## src/rtl/sna_response_receiver_pkg.sv

```systemverilog
// Shared sizes, FSM encoding and AXI response codes for the SNA response receiver.
package sna_response_receiver_pkg;
   localparam int unsigned FifoDepth = 4;
   localparam int unsigned AddrWidth = 4;
   localparam int unsigned DataWidth = 32;
   localparam int unsigned NumVc     = 8;
   localparam int unsigned VcWidth   = $clog2(NumVc);

   typedef enum logic [1:0] {
      StIdle  = 2'd0,
      StAlloc = 2'd1,
      StSend  = 2'd2
   } state_e;

   localparam logic [1:0] RespOkay   = 2'b00;
   localparam logic [1:0] RespSlverr = 2'b10;
endpackage

```

## src/rtl/sna_tag_fifo.sv

```systemverilog
// Small tag FIFO; a push into a full FIFO is accepted only when a pop frees a slot that cycle.
module sna_tag_fifo #(
   parameter int unsigned Width = 4,
   parameter int unsigned Depth = 4
) (
   input  logic             clock,
   input  logic             reset,
   input  logic             push,
   input  logic [Width-1:0] push_data,
   input  logic             pop,
   output logic [Width-1:0] head,
   output logic             full,
   output logic             empty,
   output logic             drop
);
   localparam int unsigned PtrW = (Depth > 1) ? $clog2(Depth) : 1;
   localparam int unsigned CntW = $clog2(Depth + 1);

   logic [Width-1:0] mem_q [Depth];
   logic [PtrW-1:0]  rd_ptr_q, wr_ptr_q;
   logic [CntW-1:0]  count_q;
   logic             do_push, do_pop;

   assign full    = (count_q == CntW'(Depth));
   assign empty   = (count_q == '0);
   assign do_pop  = pop && !empty;
   assign do_push = push && (!full || do_pop);
   assign drop    = push && !do_push;
   assign head    = mem_q[rd_ptr_q];

   always_ff @(posedge clock or posedge reset) begin
      if (reset) begin
         rd_ptr_q <= '0;
         wr_ptr_q <= '0;
         count_q  <= '0;
      end else begin
         if (do_pop) begin
            rd_ptr_q <= (rd_ptr_q == PtrW'(Depth - 1)) ? '0 : rd_ptr_q + 1'b1;
         end
         if (do_push) begin
            wr_ptr_q <= (wr_ptr_q == PtrW'(Depth - 1)) ? '0 : wr_ptr_q + 1'b1;
         end
         if (do_push && !do_pop) begin
            count_q <= count_q + 1'b1;
         end else if (do_pop && !do_push) begin
            count_q <= count_q - 1'b1;
         end
      end
   end

   // Storage needs no reset; validity is tracked by count_q.
   always_ff @(posedge clock) begin
      if (do_push) begin
         mem_q[wr_ptr_q] <= push_data;
      end
   end
endmodule

```

## src/rtl/sna_response_receiver.sv

```systemverilog
// Turns AXI4-Lite R/B responses into single NoC flits routed back to the tagged requester.
module sna_response_receiver
   import sna_response_receiver_pkg::*;
(
   input  logic                 clock,
   input  logic                 reset,
   input  logic                 rd_tag_push,
   input  logic                 wr_tag_push,
   input  logic [AddrWidth-1:0] tag_pov_addr,
   input  logic [DataWidth-1:0] rdata,
   input  logic [1:0]           rresp,
   input  logic                 rvalid,
   output logic                 rready,
   input  logic [1:0]           bresp,
   input  logic                 bvalid,
   output logic                 bready,
   input  logic [NumVc-1:0]     is_on_off,
   input  logic [NumVc-1:0]     is_allocatable,
   output logic [DataWidth-1:0] out_data,
   output logic [1:0]           out_resp,
   output logic                 out_is_read,
   output logic [AddrWidth-1:0] out_dest,
   output logic [VcWidth-1:0]   out_vc,
   output logic                 out_valid,
   output logic                 tag_overflow
);
   state_e               state_q, state_d;
   logic                 prefer_b_q;
   logic [AddrWidth-1:0] rd_head, wr_head;
   logic                 rd_full, wr_full, rd_empty, wr_empty, rd_drop, wr_drop;
   logic                 r_elig, b_elig, grant_r, grant_b;
   logic                 vc_found;
   logic [VcWidth-1:0]   vc_sel;

   sna_tag_fifo #(.Width(AddrWidth), .Depth(FifoDepth)) u_rd_fifo (
      .clock     (clock),
      .reset     (reset),
      .push      (rd_tag_push),
      .push_data (tag_pov_addr),
      .pop       (rready),
      .head      (rd_head),
      .full      (rd_full),
      .empty     (rd_empty),
      .drop      (rd_drop)
   );

   sna_tag_fifo #(.Width(AddrWidth), .Depth(FifoDepth)) u_wr_fifo (
      .clock     (clock),
      .reset     (reset),
      .push      (wr_tag_push),
      .push_data (tag_pov_addr),
      .pop       (bready),
      .head      (wr_head),
      .full      (wr_full),
      .empty     (wr_empty),
      .drop      (wr_drop)
   );

   assign r_elig    = rvalid && !rd_empty;
   assign b_elig    = bvalid && !wr_empty;
   assign grant_r   = r_elig && (!b_elig || !prefer_b_q);
   assign grant_b   = b_elig && !grant_r;
   assign out_valid = (state_q == StSend);

   // Descending scan so the lowest usable VC wins.
   always_comb begin
      vc_found = 1'b0;
      vc_sel   = '0;
      for (int i = int'(NumVc) - 1; i >= 0; i--) begin
         if (is_allocatable[i] && is_on_off[i]) begin
            vc_found = 1'b1;
            vc_sel   = VcWidth'(i);
         end
      end
   end

   always_comb begin
      state_d = state_q;
      rready  = 1'b0;
      bready  = 1'b0;
      unique case (state_q)
         StIdle: begin
            rready = grant_r;
            bready = grant_b;
            if (grant_r || grant_b) state_d = StAlloc;
         end
         StAlloc: if (vc_found) state_d = StSend;
         StSend:  if (is_on_off[out_vc]) state_d = StIdle;
         default: state_d = StIdle;
      endcase
   end

   always_ff @(posedge clock or posedge reset) begin
      if (reset) begin
         state_q      <= StIdle;
         prefer_b_q   <= 1'b0;
         tag_overflow <= 1'b0;
         out_data     <= '0;
         out_resp     <= RespOkay;
         out_is_read  <= 1'b0;
         out_dest     <= '0;
         out_vc       <= '0;
      end else begin
         state_q <= state_d;
         if (rd_drop || wr_drop) tag_overflow <= 1'b1;
         if (rready) begin
            out_data    <= rdata;
            out_resp    <= rresp;
            out_is_read <= 1'b1;
            out_dest    <= rd_head;
            prefer_b_q  <= 1'b1;
         end else if (bready) begin
            out_data    <= '0;
            out_resp    <= bresp;
            out_is_read <= 1'b0;
            out_dest    <= wr_head;
            prefer_b_q  <= 1'b0;
         end
         if (state_q == StAlloc && vc_found) out_vc <= vc_sel;
      end
   end
endmodule
```

## config.mk

```make
export PLATFORM = sky130hd
export DESIGN_NAME = sna_response_receiver
export DESIGN_NICKNAME = d
export VERILOG_FILES = /design/src/rtl/sna_response_receiver_pkg.sv /design/src/rtl/sna_tag_fifo.sv /design/src/rtl/sna_response_receiver.sv
export SDC_FILE = /design/constraint.sdc
export NUM_CORES = 1
export LEC_CHECK = 0
export ABC_AREA = 1
export ABC_CLOCK_PERIOD_IN_PS = 7900
export CAP_MARGIN = 20
export CORE_MARGIN = 4
export CORE_UTILIZATION = 30
export DETAILED_ROUTE_END_ITERATION = 10
export GPL_ROUTABILITY_DRIVEN = 0
export MAX_ROUTING_LAYER = met4
export SYNTH_ARGS = -nofsm -noshare
export SYNTH_HDL_FRONTEND = slang
export SYNTH_HIERARCHICAL = 1
export SYNTH_SLANG_ARGS = --single-unit
export TNS_END_PERCENT = 20
```

## constraint.sdc

```tcl
create_clock -name clock -period 7.9 [get_ports clock]
set_clock_uncertainty 0.15 [all_clocks]
set_input_delay 1.975 -clock clock [delete_from_list [all_inputs] [get_ports clock]]
set_output_delay 1.975 -clock clock [all_outputs]
set_load 0.01 [all_outputs]
```

==> reports/results.txt <==
Status: completed
Kind of end point of the critical path: primary output
Mapped Avg Cell Area: 9.058 um2
# diodes: 0
Die area: 16480 um2
Number of DRC markers after the initial detailed-route iteration: 122
Count of final max-slew check failures: 0
Biggest fanout along the worst timing path: 4
Period utilization: 0.7346
DP HPWL: 7221 um
Arrival time at the worst endpoint: 3.68 ns
Total clock buffers created by CTS: 9
Global route total overflow: 0
Setup TNS: 0 ns
Final nets: 662
Max Clock Freq: 0.1723 GHz
Post-route setup slack: 2.097 ns
Largest net degree at the start of global routing: 46
Via count normalized by instance count: 4.283
Worst-Skew Late Latency: 0.34 ns
Share of cells above drive strength 1: 0.08122
Overall die width: 128.4 um
Cell Rows: 43
Port Buffers: 107
Flop2flop setup slack: 4.69 ns
Total stage count of the critical path: 8
H-tree lvl count: 3
Buf/Inv on CP: 4
Minimum clock period: 5.803 ns
Storage element area: 2437 um2
Endpoint of the lowest-slack register-to-register path: u_rd_fifo/count_q[2]$_DFFE_PP0P_
CP delay by family, top: buffers and inverters
==> metrics by stage <==
| stage | util | instances | hold WS, ns |
|---|---|---|---|
| final | 0.4162 | 771 | 0.3208 |
| after global routing | 0.4162 | 771 | 0.3456 |
| after CTS | 0.4148 | 770 | 0.3252 |
| after detailed placement | 0.3947 | 754 | 0.3092 |
| after global placement | 0.3947 | 754 | 0.3056 |
| after floorplan | - | 480 | 0.3408 |
==> sequential cells by signal, summed over array words and instances, names as in the netlist <==
name	flops
out_data	32
out_dest	4
out_resp	2
out_vc	3
prefer_b_q	1
state_q	2
tag_overflow	1
u_rd_fifo/count_q	3
u_rd_fifo/mem_q	16
u_rd_fifo/rd_ptr_q	2
u_rd_fifo/wr_ptr_q	2
u_wr_fifo/count_q	3
u_wr_fifo/mem_q	16
u_wr_fifo/rd_ptr_q	2
u_wr_fifo/wr_ptr_q	2
==> layout make-up <==
cell class / count / area share
Inverter: 58 / 0.03725
Clock buffer: 12 / 0.04410
Clock inverter: 4 / 0.004068
Sequential cell: 91 / 0.4170
Tap cell: 180 / 0.03854
Multi-Input combinational cell: 317 / 0.2710
Timing Repair Buffer: 109 / 0.1880
==> worst min-delay path by stage <==
stage / to / slack (ns) / cells past startpoint
after floorplan: u_rd_fifo/wr_ptr_q[1]$_DFFE_PP0P_ / 0.34 / 2
after global placement: out_data[28]$_DFFE_PP0P_ / 0.31 / 2
after detailed placement: out_data[14]$_DFFE_PP0P_ / 0.31 / 2
after CTS: out_data[14]$_DFFE_PP0P_ / 0.33 / 2
after global routing: out_data[14]$_DFFE_PP0P_ / 0.35 / 2
final: out_data[24]$_DFFE_PP0P_ / 0.32 / 2
==> worst min-delay path: cells and delay by family (launching register included) <==
family | cells | cell delay [ns]
AND/OR/NAND/NOR | 2 | 0.10
flip-flops | 1 | 0.34
==> metal layers <==
metal	global-route usage	up-vias	wire length, um
li1	-	1699	-
met1	0.1609	1500	4606
met2	0.1934	92	4328
met3	0.04400	11	680
met4	0.03496	0	131
met5	-	-	0
==> where the power goes <==
part,total [mW],internal (mW),switching [mW],leakage [nW]
logic,0.860,0.388,0.472,1.60
registers,0.793,0.656,0.137,1.04
clock network,0.402,0.231,0.171,0.131
total,2.06,1.27,0.781,2.77
### Routing congestion map

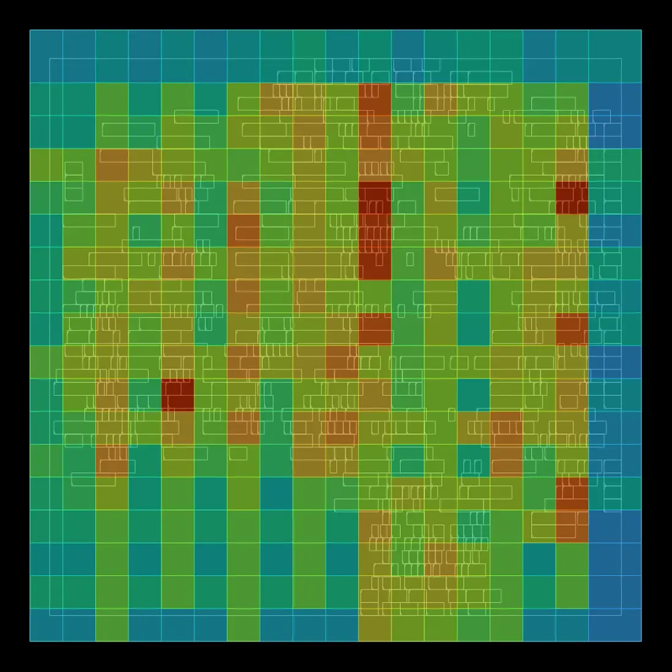
detail-routed net length per standard cell: 12.64 um
GRT met1 Usage: 0.1609

### Local utilization

The die is cut into 13 by 13 equal tiles; white is low, dark blue is high, 0 to 100% covered.
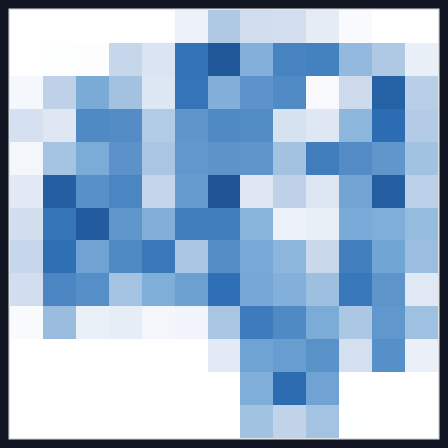
- fullest tile: 85%
- mean over tiles: 34%
- tiles over 75% full: 4.7%
- nearly empty tiles: 21%

### Gate-type map

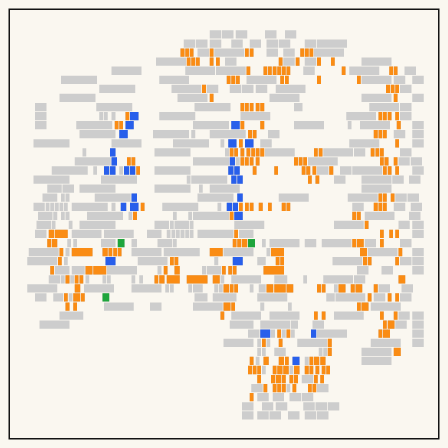
- orange: NAND gates (cells 244; where spread over the die)
- blue: inverting AOI/OAI gates (cells 29)
- green: AND and OR gates (cells 3)

### Metal layers overlaid

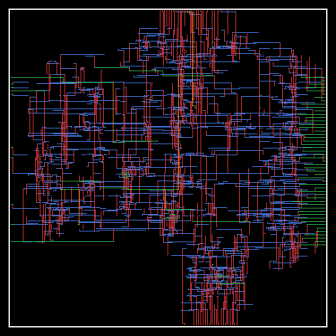
- blue: metal 1 (wire length 4610 um)
- orange: metal 4 (wire length 131 um)
- green: metal 3 (wire length 680 um)
- red: metal 2 (wire length 4330 um)

### The metal 2 layer

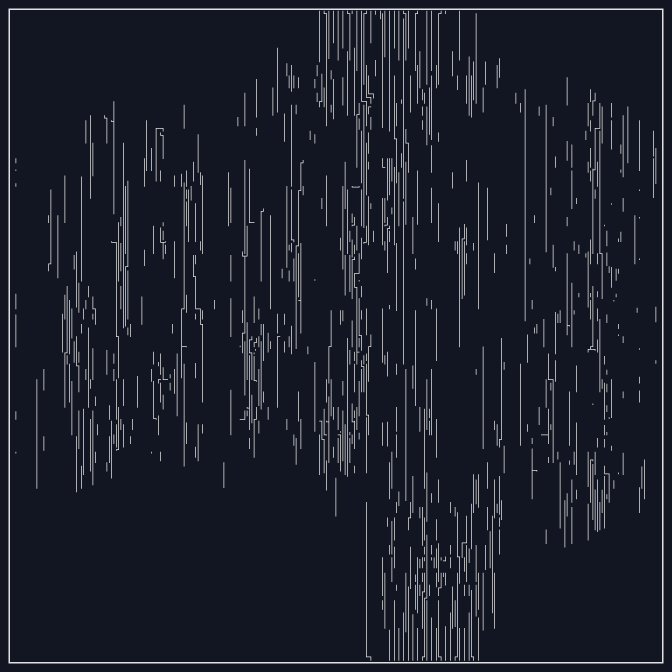
- longest straight run: 45.6 um
- wire length on this layer: 4330 um
- share of all routed wire: 44%
- main direction: vertical

Power is estimated from default activity; no workload was simulated.
